`src/rtl/switch_allocator.sv`:
```
// Router switch allocator: per-output round-robin arbitration with packet locking and credit tracking.
// Optional SA_CREDIT_BYPASS_EN lets a credit returned this cycle be spent in the same cycle.
module switch_allocator #(
  parameter int PORT_NUM    = 5,
  parameter int BUFFER_SIZE = 8,
  parameter int PORT_SIZE   = $clog2(PORT_NUM)
) (
  input  logic                                clk,
  input  logic                                rst,
  input  logic [PORT_NUM-1:0]                 request_i,
  input  logic [PORT_NUM-1:0][PORT_SIZE-1:0]  out_port_i,
  input  logic [PORT_NUM-1:0]                 head_i,
  input  logic [PORT_NUM-1:0]                 tail_i,
  input  logic [PORT_NUM-1:0]                 credit_i,
  output logic [PORT_NUM-1:0]                 grant_o,
  output logic [PORT_NUM-1:0][PORT_SIZE-1:0]  xbar_sel_o,
  output logic [PORT_NUM-1:0]                 valid_o,
  output logic                                credit_err_o
);

  // state    | meaning
  // S_IDLE   | output free; eligible HEAD flits compete round-robin
  // S_LOCKED | output held by owner until its TAIL flit is granted
  typedef enum logic {S_IDLE, S_LOCKED} state_e;

  localparam int CW = $clog2(BUFFER_SIZE + 1);

  state_e                              state_q [PORT_NUM];
  state_e                              state_d [PORT_NUM];
  logic [PORT_SIZE-1:0]                owner_q [PORT_NUM];
  logic [PORT_SIZE-1:0]                owner_d [PORT_NUM];
  logic [PORT_SIZE-1:0]                rr_q    [PORT_NUM];
  logic [PORT_SIZE-1:0]                rr_d    [PORT_NUM];
  logic [CW-1:0]                       credit_q[PORT_NUM];
  logic [CW-1:0]                       credit_d[PORT_NUM];
  logic [PORT_NUM-1:0]                 elig    [PORT_NUM];
  logic [PORT_SIZE-1:0]                win     [PORT_NUM];
  logic [PORT_NUM-1:0]                 credit_ok;
  logic [PORT_NUM-1:0]                 gnt_out;
  logic [PORT_NUM-1:0]                 valid_q;
  logic [PORT_NUM-1:0][PORT_SIZE-1:0]  xbar_q;
  logic                                err_q, err_d;

  always_comb begin
    for (int j = 0; j < PORT_NUM; j++) begin
`ifdef SA_CREDIT_BYPASS_EN
      credit_ok[j] = (credit_q[j] != '0) | credit_i[j];
`else
      credit_ok[j] = (credit_q[j] != '0);
`endif
      for (int i = 0; i < PORT_NUM; i++)
        elig[j][i] = request_i[i] & (out_port_i[i] == PORT_SIZE'(j)) & credit_ok[j];
    end
  end

  always_comb begin
    logic found;
    int   idx;
    found   = 1'b0;
    idx     = 0;
    gnt_out = '0;
    grant_o = '0;
    for (int j = 0; j < PORT_NUM; j++) begin
      win[j]     = '0;
      state_d[j] = state_q[j];
      owner_d[j] = owner_q[j];
      rr_d[j]    = rr_q[j];
      if (state_q[j] == S_IDLE) begin
        found = 1'b0;
        for (int k = 0; k < PORT_NUM; k++) begin
          idx = int'(rr_q[j]) + k;
          if (idx >= PORT_NUM) idx = idx - PORT_NUM;
          if (!found && elig[j][idx] && head_i[idx]) begin
            found  = 1'b1;
            win[j] = PORT_SIZE'(idx);
          end
        end
        if (found) begin
          gnt_out[j] = 1'b1;
          rr_d[j]    = (int'(win[j]) == PORT_NUM - 1) ? '0 : PORT_SIZE'(int'(win[j]) + 1);
          if (!tail_i[win[j]]) begin
            state_d[j] = S_LOCKED;
            owner_d[j] = win[j];
          end
        end
      end else if (elig[j][owner_q[j]]) begin
        // Locked: only the owner is considered; the pointer is left alone.
        win[j]     = owner_q[j];
        gnt_out[j] = 1'b1;
        if (tail_i[owner_q[j]]) state_d[j] = S_IDLE;
      end
      if (gnt_out[j]) grant_o[win[j]] = 1'b1;
    end
  end

  always_comb begin
    err_d = err_q;
    for (int j = 0; j < PORT_NUM; j++) begin
      credit_d[j] = credit_q[j];
      if (gnt_out[j] && !credit_i[j]) begin
        credit_d[j] = credit_q[j] - 1'b1;
      end else if (!gnt_out[j] && credit_i[j]) begin
        if (credit_q[j] == CW'(BUFFER_SIZE)) err_d = 1'b1;
        else                                 credit_d[j] = credit_q[j] + 1'b1;
      end
    end
  end

  always_ff @(posedge clk or negedge rst) begin
    if (!rst) begin
      for (int j = 0; j < PORT_NUM; j++) begin
        state_q[j]  <= S_IDLE;
        owner_q[j]  <= '0;
        rr_q[j]     <= '0;
        credit_q[j] <= CW'(BUFFER_SIZE);
      end
      valid_q <= '0;
      xbar_q  <= '0;
      err_q   <= 1'b0;
    end else begin
      for (int j = 0; j < PORT_NUM; j++) begin
        state_q[j]  <= state_d[j];
        owner_q[j]  <= owner_d[j];
        rr_q[j]     <= rr_d[j];
        credit_q[j] <= credit_d[j];
        if (gnt_out[j]) xbar_q[j] <= win[j];
      end
      valid_q <= gnt_out;
      err_q   <= err_d;
    end
  end

  assign valid_o      = valid_q;
  assign xbar_sel_o   = xbar_q;
  assign credit_err_o = err_q;

endmodule

```
`config.mk`:
```
export PLATFORM = sky130hd
export DESIGN_NAME = switch_allocator
export DESIGN_NICKNAME = d
export VERILOG_FILES = /design/src/rtl/switch_allocator.sv
export SDC_FILE = /design/constraint.sdc
export NUM_CORES = 1
export LEC_CHECK = 0
export CAP_MARGIN = 30
export CELL_PAD_IN_SITES_DETAIL_PLACEMENT = 1
export CELL_PAD_IN_SITES_GLOBAL_PLACEMENT = 2
export CORE_ASPECT_RATIO = 0.7
export CORE_MARGIN = 2
export CORE_UTILIZATION = 37
export CTS_CLUSTER_DIAMETER = 50
export DETAILED_ROUTE_END_ITERATION = 8
export GPL_ROUTABILITY_DRIVEN = 0
export PLACE_DENSITY_LB_ADDON = 0.05
export SETUP_SLACK_MARGIN = 0.5
export SYNTH_ARGS = -nofsm -noshare
export SYNTH_HDL_FRONTEND = slang
export SYNTH_SLANG_ARGS = --single-unit
```
`constraint.sdc`:
```
create_clock -name clk -period 7 [get_ports clk]
set_clock_uncertainty 0.15 [all_clocks]
set_input_delay 1.4 -clock clk [delete_from_list [all_inputs] [get_ports clk]]
set_output_delay 1.4 -clock clk [all_outputs]
set_load 0.05 [all_outputs]
```
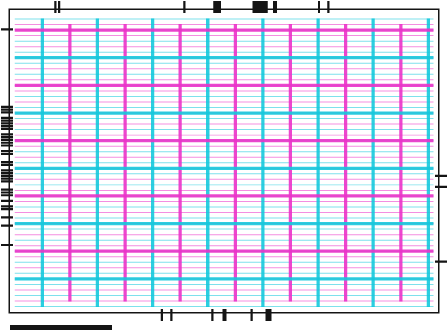
*Power grid, run 1*
Bar = 50 um. Pins as bars on the die edge.
- VSS: cyan
- VDD: magenta
- signal pins: 63
- met1 rails: 53
- met4 straps: 15
- met5 straps: 10

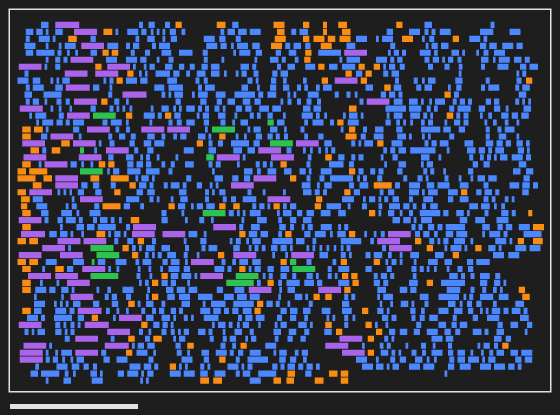
*Placement by cell class, run 1*
Bar = 50 um.
- clock drivers and dummy loads: green (cells 16)
- remaining logic cells: blue (cells 1298)
- registers: purple (cells 76)
- remaining buffers and delay cells: orange (cells 159)
final design area excluding fillers: 0.0134 sq mm
floorplan core area: 0.0291 sq mm

==> run notes, run 1 <==
The flow ran to the end, and the final reports show no timing, DRC or antenna violations. The worst reg2reg path startpoint is rr_q[6]. The run gives 11800 for the via count. The worst hold path depth was 1.

For reference, XOR and XNOR gates occupy 3.49% of the area reported after synthesis. With the post-route antenna net violation count at 0, the number of flops mapped to enable cells by yosys is 0. In the floorplan report the effective utilization is 37.9%.

The number of global-route vias before repair was 11700. The share of the Yosys chip area taken by registers is 17.3%. Static timing analysis puts the maximum clock frequency at 0.157 GHz. The clock passes through at most 2 buffers. The critical path launch point type was a primary input. With the adder and majority gate portion of the synthesized area at 11.2%, the number of detailed-routing iterations run before antenna repair is 6. The capture point of the worst register-to-register path is recorded as credit_q[11]. The synthesized area per cell was 7.70 sq um. Detailed placement ended at an HPWL of 34300 um.

The overall overflow remaining after global route was 0. Together, buffers and inverters on the worst path number 3. The tools report the top-level port count as 63. The slowest cell on the critical path was clkdlybuf4s50_1. Hold timing on the final database bottoms out at a slack of 0.337 ns.

For the setup slack after placement, the log shows 0.137 ns. For this run, the slowest stage of the critical path takes 0.54 ns. For this run, the detailed router reports a per-instance via density of 6.11.

The chip area line in the Yosys stat output reads 0.0111 sq mm. Of the total synthesized cell area, the portion taken by AND-OR and OR-AND cells is 27.2%. Entering global routing, the biggest net connects 53 pins. The tools report the yosys synthesis warning count as 0. Max-slew check failures listed in the final report amount to 0. The initial antenna violation count was 0.

The CTS log lists the clock sinks for this run as 76. The floorplan step set the die height to 149 um. The report lists the cells along the critical path as clkdlybuf4s50_1 -> nand2_1 -> nor4b_2 -> buf_4 -> nand2_1 -> or3_4 -> o21ai_2 -> mux2i_2 -> a22o_1 -> a21oi_4 -> a21oi_2 -> o22ai_1 -> nand3b_1 -> buf_12.

On the critical path the largest part of the delay comes from simple AND/OR/NAND/NOR gates. For flop-to-flop paths, the worst setup slack is 1.35 ns. The most frequent logic cell in the layout was nand2_1.

The post-synthesis mux area share is 9.66%, and the post-detailed-placement cell area is 0.0125 sq mm. The tools report the final number of hold-violating endpoints as 0. Setup repair after global routing left no endpoint under its margin. The average wire length per cell after detail routing works out to 22.9 um.

Leaving out filler cells and counting taps, the final layout contains 1927. The clock transition at the register clock pins on the worst setup and hold paths after CTS is 0.07 ns. The type of the tightest min-delay check is reg2reg. The die extent in x is 211 um, and the headroom to the max-slew limit is 35.3%. Per the synthesis report, the number of distinct cell types is 102. The tool flagged a number of max-cap violations equal to 0.

The fraction of layout cells with a size suffix above 1 is 17.8%. The synth_stat.txt file lists the number of cells as 1435. TritonCTS built the clock tree.

IR analysis of the VDD net gives a maximum drop of 0.000576 V. The number of antenna diodes in the final layout is 0. Along the worst path, the maximum fanout reaches 5. For reference, the most critical setup path is categorized as in2out. The simple-gate share of the synthesized area was 25.5%; the portion of the clock cycle consumed by the worst path in the final layout was 91.0%. The synthesized cell area came out at 0.0111 sq mm. The relative area change from synthesis to final layout works out to 20.9%. After synthesis, the share of flip-flops with an asynchronous set or reset is 100%. Summed over all cells, the static leakage comes to 5.66 nW.

The DRC violations left is 0. The number of placed cells counting well taps was 1898. Data on the critical path is required at its endpoint by 5.45 ns. The run gives 28.1% as the total global-route track usage. The number of instances in the synthesized netlist came out at 1435. The top cell types in the final layout, fill and taps aside, are nand2_1 (123), nor2_1 (96), buf_4 (96), o21ai_0 (92), ha_1 (90).

The critical path starts at request_i[4]. The cell sitting at the root of the clock tree is a clkbuf_16. With the hold-fix buffer count after cts at 0, the register bit total from synthesis is 76. The tally of buffers added on design ports works out to 62. The run gives 82 for the warning total across the stage logs. Synthesis produced a netlist with a net count of 1568. The placement row count came out at 52. The worst min-delay path startpoint was xbar_sel_o[1]. The net count of the finished layout is 1677.

The tools report the timing endpoint of the critical path as grant_o[2]. After routing, the total negative slack on setup checks comes to 0 ns. By area, the combinational part of the netlist is dominated by AND-OR/OR-AND gates. The clock H-tree reported by CTS has 3 levels. The critical path's most frequent cell was nand2_1.

The STA report counts the stages on the worst setup path as 14. The global-route wire length before repair is 68900 um, and the power per unit of standard cell area is 531 mW/mm^2. The die covers 0.0313 sq mm. At the worst endpoint, the arrival time is 4.82 ns. The worst setup path is captured at an output pin.
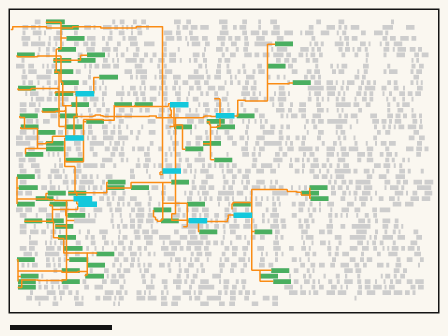
*Routed clock nets over the placement, run 1*
Bar = 50 um.
- flip-flops: green (count 76)
- clock-net drivers: cyan (count 9)
- clock wires: orange (length 1430 um)
- routed clock nets: 10
Clock Power Share: 7.4%
clock latency on the worst-skew pair: 0.35 ns

-- run 1: per-layer routing --
layer / vias up / track usage (%) / routed length (um)
met4: 0 / 5.21 / 543
met2: 299 / 40.3 / 18200
met5: - / 0 / 0
met3: 27 / 4.67 / 2760
li1: 5564 / - / -
met1: 5889 / 43.9 / 22700
-- run 1: cell usage after synthesis, types with 25 or more instances --
master    number  area, sq um
a211oi_1      25          188
a21oi_1       74          370
clkbuf_1      38          143
dfrtp_1       71         1780
ha_1          91         1140
inv_1         91          342
mux2_2        27          304
mux2i_1       59          591
nand2_1      124          465
nand2b_1      28          175
nand3_1       47          235
nor2_1        98          368
nor2b_1       28          175
nor3_1        46          230
o21ai_0       96          480
xnor2_1       29          254
-- run 1: power breakdown --
group          total [mW]  internal (mW)  switching [mW]
logic                5.63           2.19            3.43
clock network       0.525          0.314           0.212
registers           0.944          0.658           0.286
-- run 1: cell families (layout without fill, tap and decap cells) --
group / Yosys count / count (layout)
AOI/OAI and AO/OA: 436 / 436
xor gates and xnor gates: 44 / 44
adders and majority gates: 96 / 96
buffers and inverters: 156 / 270
DFF: 76 / 76
muxes: 94 / 94
and+or+nand+nor: 533 / 533
-- run 1: sequential cells by signal, indices dropped and copies added (netlist names) --
name	flops
credit_q	20
owner_q	15
rr_q	15
xbar_sel_o	15
state_q	5
valid_o	5
credit_err_o	1
-- run 1: timing repair --
item | CTS | global route
pin swaps | 8 | 12
endpoints found under the setup margin | 5 | 5
setup buffers | 10 | 3
gates resized | 52 | 61
-- run 1: cell type report --
class                      count  area (sq um)
multi-input combinational   1203          8890
sequential                    76          1910
fill                        3582         15800
clock buffer                  10           229
clock inverter                 6          88.8
timing repair buffer         159          1400
inverter                      95           368
tap                          378           473
==> run 1 -> run 2 <==
--- a/config.mk
+++ b/config.mk
@@ -11,7 +11,7 @@
 export CORE_ASPECT_RATIO = 0.7
 export CORE_MARGIN = 2
 export CORE_UTILIZATION = 37
-export CTS_CLUSTER_DIAMETER = 50
+export CTS_CLUSTER_DIAMETER = 200
 export DETAILED_ROUTE_END_ITERATION = 8
 export GPL_ROUTABILITY_DRIVEN = 0
 export PLACE_DENSITY_LB_ADDON = 0.05
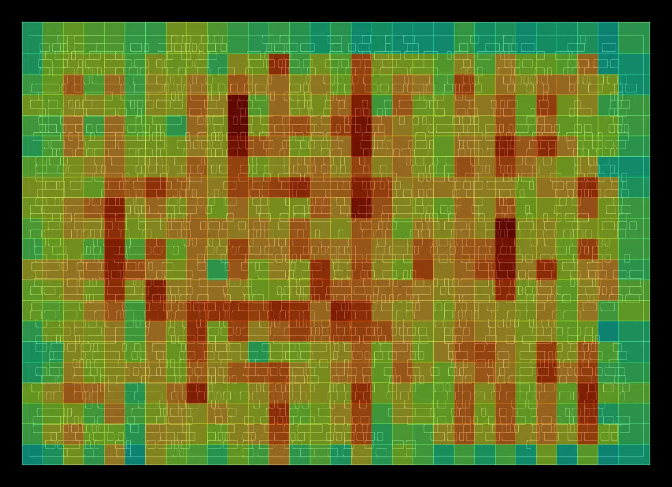
*Routing congestion map, run 2*
global-route layer with the greatest usage: met1
routed len/inst: 22.9 um
GR Util met2: 40.3%

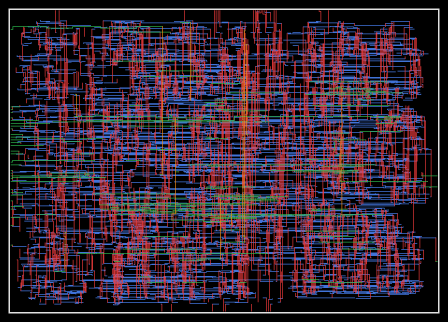
*Metal layers overlaid, run 2*
- M2: red (wire length 18200 um)
- M4: orange (wire length 544 um)
- M1: blue (wire length 22.7 mm)
- M3: green (wire length 2760 um)

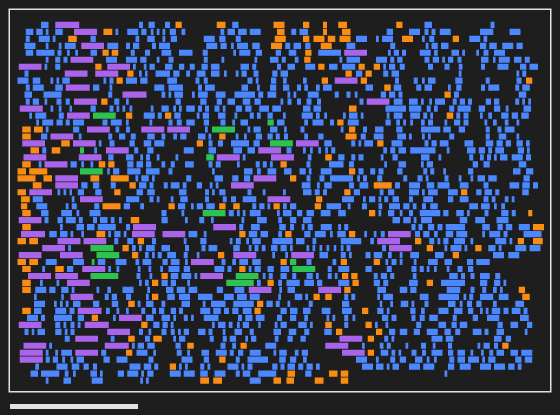
*Placement by cell class, run 2*
Bar = 50 um.
- remaining buffers and delay cells: orange (cells 159)
- clock drivers and dummy loads: green (cells 16)
- registers: purple (cells 76)
- remaining logic cells: blue (cells 1298)
sequential cell area share: 14.3%
Final Util: 45.8%
number of cell rows: 52

==> run notes, run 2 <==
The flow ran to the end, and the final reports show no timing, DRC or antenna violations. The run gives 0.157 GHz (unchanged) as the maximum achievable frequency. The cell type with the largest total area after synthesis is dfrtp_1 (unchanged).

The fraction of layout cells with a size suffix above 1 came out at 17.8% (unchanged). End point of the most critical hold path: xbar_sel_o[1] (unchanged). With the number of diodes at 0 (unchanged), the overall die area is 0.0313 sq mm (unchanged). The pin count of the biggest net entering global routing was 53 (unchanged).

The worst min-delay path startpoint is xbar_sel_o[1] (unchanged). The logs give 0 (unchanged) for the number of failing setup endpoints in the final timing report and 37.9% (unchanged) for the share of the core filled by cells before placement. The tools report the sum of negative setup slack as 0 ns (unchanged). The internal reg-to-reg setup slack was 1.35 ns (about the same); the final total power was 7.10 mW (unchanged). With the share of flip-flops with an asynchronous set or reset at 100% (unchanged), the worst hold path depth is 1 (unchanged). Area reported by Yosys stat: 0.0111 sq mm (unchanged). The buffer-and-inverter tally for the worst setup path works out to 3 (unchanged).

The clock transition at the register clock pins on the worst setup and hold paths after CTS is 0.07 ns (about the same). The endpoint of the worst register-to-register path was credit_q[11] (unchanged). The initial antenna violation count came out at 0 (unchanged).

The clock root buffer was clkbuf_16 (unchanged). For the sum of routed wire length over all layers, the log shows 44200 um (unchanged). The DRC violations left was 0 (unchanged). The main flop type after synthesis is dfrtp_1 (unchanged). The number of flops mapped to enable cells by yosys was 0 (unchanged).

Most frequent logic cell in the layout: nand2_1 (unchanged). The number of detailed-routing iterations run before antenna repair is 6 (unchanged). Cells taking the most area after synthesis: dfrtp_1 (16%), ha_1 (10%), mux2i_1 (5.3%) (unchanged). For the largest buffer count on any clock path, the log shows 2 (unchanged).

The run gives 82 (unchanged) for the warning total across the stage logs. Cell family with the largest share of critical-path delay: simple AND/OR/NAND/NOR gates (unchanged). Post-synth top cells: nand2_1 (124), nor2_1 (98), o21ai_0 (96) (unchanged). The proportion of netlist area held by the largest area contributor came out at 16.1% (unchanged).

The slowest cell on the critical path was clkdlybuf4s50_1 (unchanged). Worst hold margin: 0.337 ns (unchanged). The critical path class is in2out (unchanged). The via count was 11800 (unchanged); the synthesized area per cell was 7.70 sq um (unchanged).

The logs give 1568 (unchanged) for the synthesized netlist net count and 0.35 ns (about the same) for the insertion delay of the later-clocked pin in the worst-skew pair. The final number of hold-violating endpoints was 0 (unchanged); the chip height was 149 um (unchanged). The tally of buffers added on design ports is 62 (unchanged), and the violation tally from detailed-route iteration zero is 776 (unchanged). The max-capacitance violation count is 0 (unchanged). The flip-flop count of the largest register after layout works out to 20 (unchanged). The total clock buffers created by CTS came out at 9 (unchanged). Setup repair after global routing left no endpoint under its margin. The logs give 4.82 ns (about the same) for the arrival time reported for the critical path endpoint and 0.630 ns (unchanged) for the worst setup margin. The sort of element at the end of the critical path is an output pin (unchanged). The number of cells in Yosys stat was 1435 (unchanged). With the count of placed standard cells in the final layout, fillers left out at 1927 (unchanged), the overall overflow remaining after global route is 0 (unchanged).

Portion of the clock cycle consumed by the worst path in the final layout: 91.0% (unchanged). The average vias per placed instance works out to 6.11 (unchanged). With the minimum clock period at 6.37 ns (unchanged), the global-route wire length before repair is 68900 um (unchanged). The tools report the core area as 0.0291 sq mm (unchanged).

For the headroom to the max-slew limit, the log shows 35.3% (unchanged). Commonest cells after routing, fill and taps aside: nand2_1 (123), nor2_1 (96), buf_4 (96), o21ai_0 (92), ha_1 (90) (unchanged). The tools report the total global-route track usage as 28.1% (unchanged). The critical path's most frequent cell was nand2_1 (unchanged). The worst ir drop on vdd was 0.000576 V (unchanged); the critical path data required time was 5.45 ns (about the same). The depth of the worst register-to-register path works out to 19 (unchanged). Number of sinks on the clock net: 76 (unchanged). The tools report the critical path launch point type as a primary input (unchanged). The post-route antenna net violation count was 0 (unchanged); the number of placed cells counting well taps was 1898 (unchanged). With the number of nets in the layout at 1677 (unchanged), the final number of max-transition violations is 0 (unchanged). Worst reg2reg path startpoint: rr_q[6] (unchanged). The area of all placed cells without fillers is 0.0134 sq mm (unchanged). The leakage power of the design is 5.66 nW (unchanged).

The tools report the setup slack after placement as 0.137 ns (unchanged). The depth of the CTS H-tree came out at 3 (unchanged). The power per unit of standard cell area came out at 531 mW/mm^2 (unchanged). Most used standard cell by instance count after synthesis: nand2_1 (unchanged).

For the post-detailed-placement cell area, the log shows 0.0125 sq mm (unchanged). The register bit total from synthesis was 76 (unchanged); the placed wire-length estimate after detailed placement was 34300 um (unchanged). The die extent in x came out at 211 um (unchanged).

The relative area change from synthesis to final layout works out to 20.9% (unchanged). The largest stage delay on the critical path is 0.54 ns (about the same). Largest register by flop count: credit_q (unchanged). The tools report the count of different cell masters after synthesis as 102 (unchanged). The run gives 63 (unchanged) as the top-level port count. The type of the tightest min-delay check was reg2reg (unchanged). With the fraction of the yosys area taken by sequential cells at 17.3% (unchanged), the yosys synthesis warning count is 0 (unchanged).

The hold-fix buffer count after cts is 0 (unchanged), and the number of instances in the synthesized netlist is 1435 (unchanged). TritonCTS built the clock tree. The run gives 0.963 ns (unchanged) for the slew of the pin with the lowest slew margin. The tools report the number of global-route vias before repair as 11700 (unchanged). The synthesized cell area came out at 0.0111 sq mm (unchanged). The maximum fanout along the worst path is 5 (unchanged).

Ordered list of cells on the worst path: clkdlybuf4s50_1 -> nand2_1 -> nor4b_2 -> buf_4 -> nand2_1 -> or3_4 -> o21ai_2 -> mux2i_2 -> a22o_1 -> a21oi_4 -> a21oi_2 -> o22ai_1 -> nand3b_1 -> buf_12 (unchanged).
## run 2: cell counts after synthesis
Identical to the previous run, type by type.
## run 2: cell families after synthesis
kind of cell,count (synthesis),synth area share (%)
simple gates,533,25.5
compound gates,436,27.2
xor+xnor,44,3.49
mux,94,9.66
buf+inv,156,5.71
fa+ha+maj,96,11.2
flops,76,17.3
## run 2: layout make-up
class / instances / area (sq um)
clock inverters: 6 / 88.8
fillers: 3582 / 15800
clock buffers: 10 / 229
flip-flops and latches: 76 / 1910
well taps: 378 / 473
multi-input cells: 1203 / 8890
inverters: 95 / 368
repair buffers: 159 / 1400
## run 2: where the power goes
group          switching, mW  internal, mW  total [mW]
registers              0.286         0.658       0.944
clock network          0.212         0.314       0.525
logic                   3.43          2.19        5.63
total                   3.93          3.16        7.10
## run 2: worst max-delay path by stage
stage                    from    endpoint  cells past startpoint
2_1_floorplan         rr_q[7]  grant_o[0]                     13
3_3_place_gp    out_port_i[5]  grant_o[3]                     14
3_5_place_dp    out_port_i[0]  grant_o[3]                     14
4_1_cts        out_port_i[12]  grant_o[3]                     14
5_1_grt               rr_q[1]  grant_o[0]                     17
6_report         request_i[4]  grant_o[2]                     14
## run 2: layer usage
metal  vias up  track usage [%]  part of all wire [%]  wire length [um]
li1       5564                -                     -                 -
met1      5889             43.9                    51             22700
met2       299             40.3                    41             18200
met3        27             4.67                   6.3              2760
met4         0             5.21                   1.2               543
met5         -                0                     0                 0
## run 2: what timing repair did
| item | 4_1_cts | 5_1_grt |
|---|---|---|
| endpoints found under the hold margin | 0 | 0 |
| setup endpoints to repair | 5 | 5 |
| buffers inserted | 10 | 3 |
| pin swaps | 8 | 12 |
| gates resized | 52 | 61 |
No activity file was given, so power comes from the tool's default toggle rates.
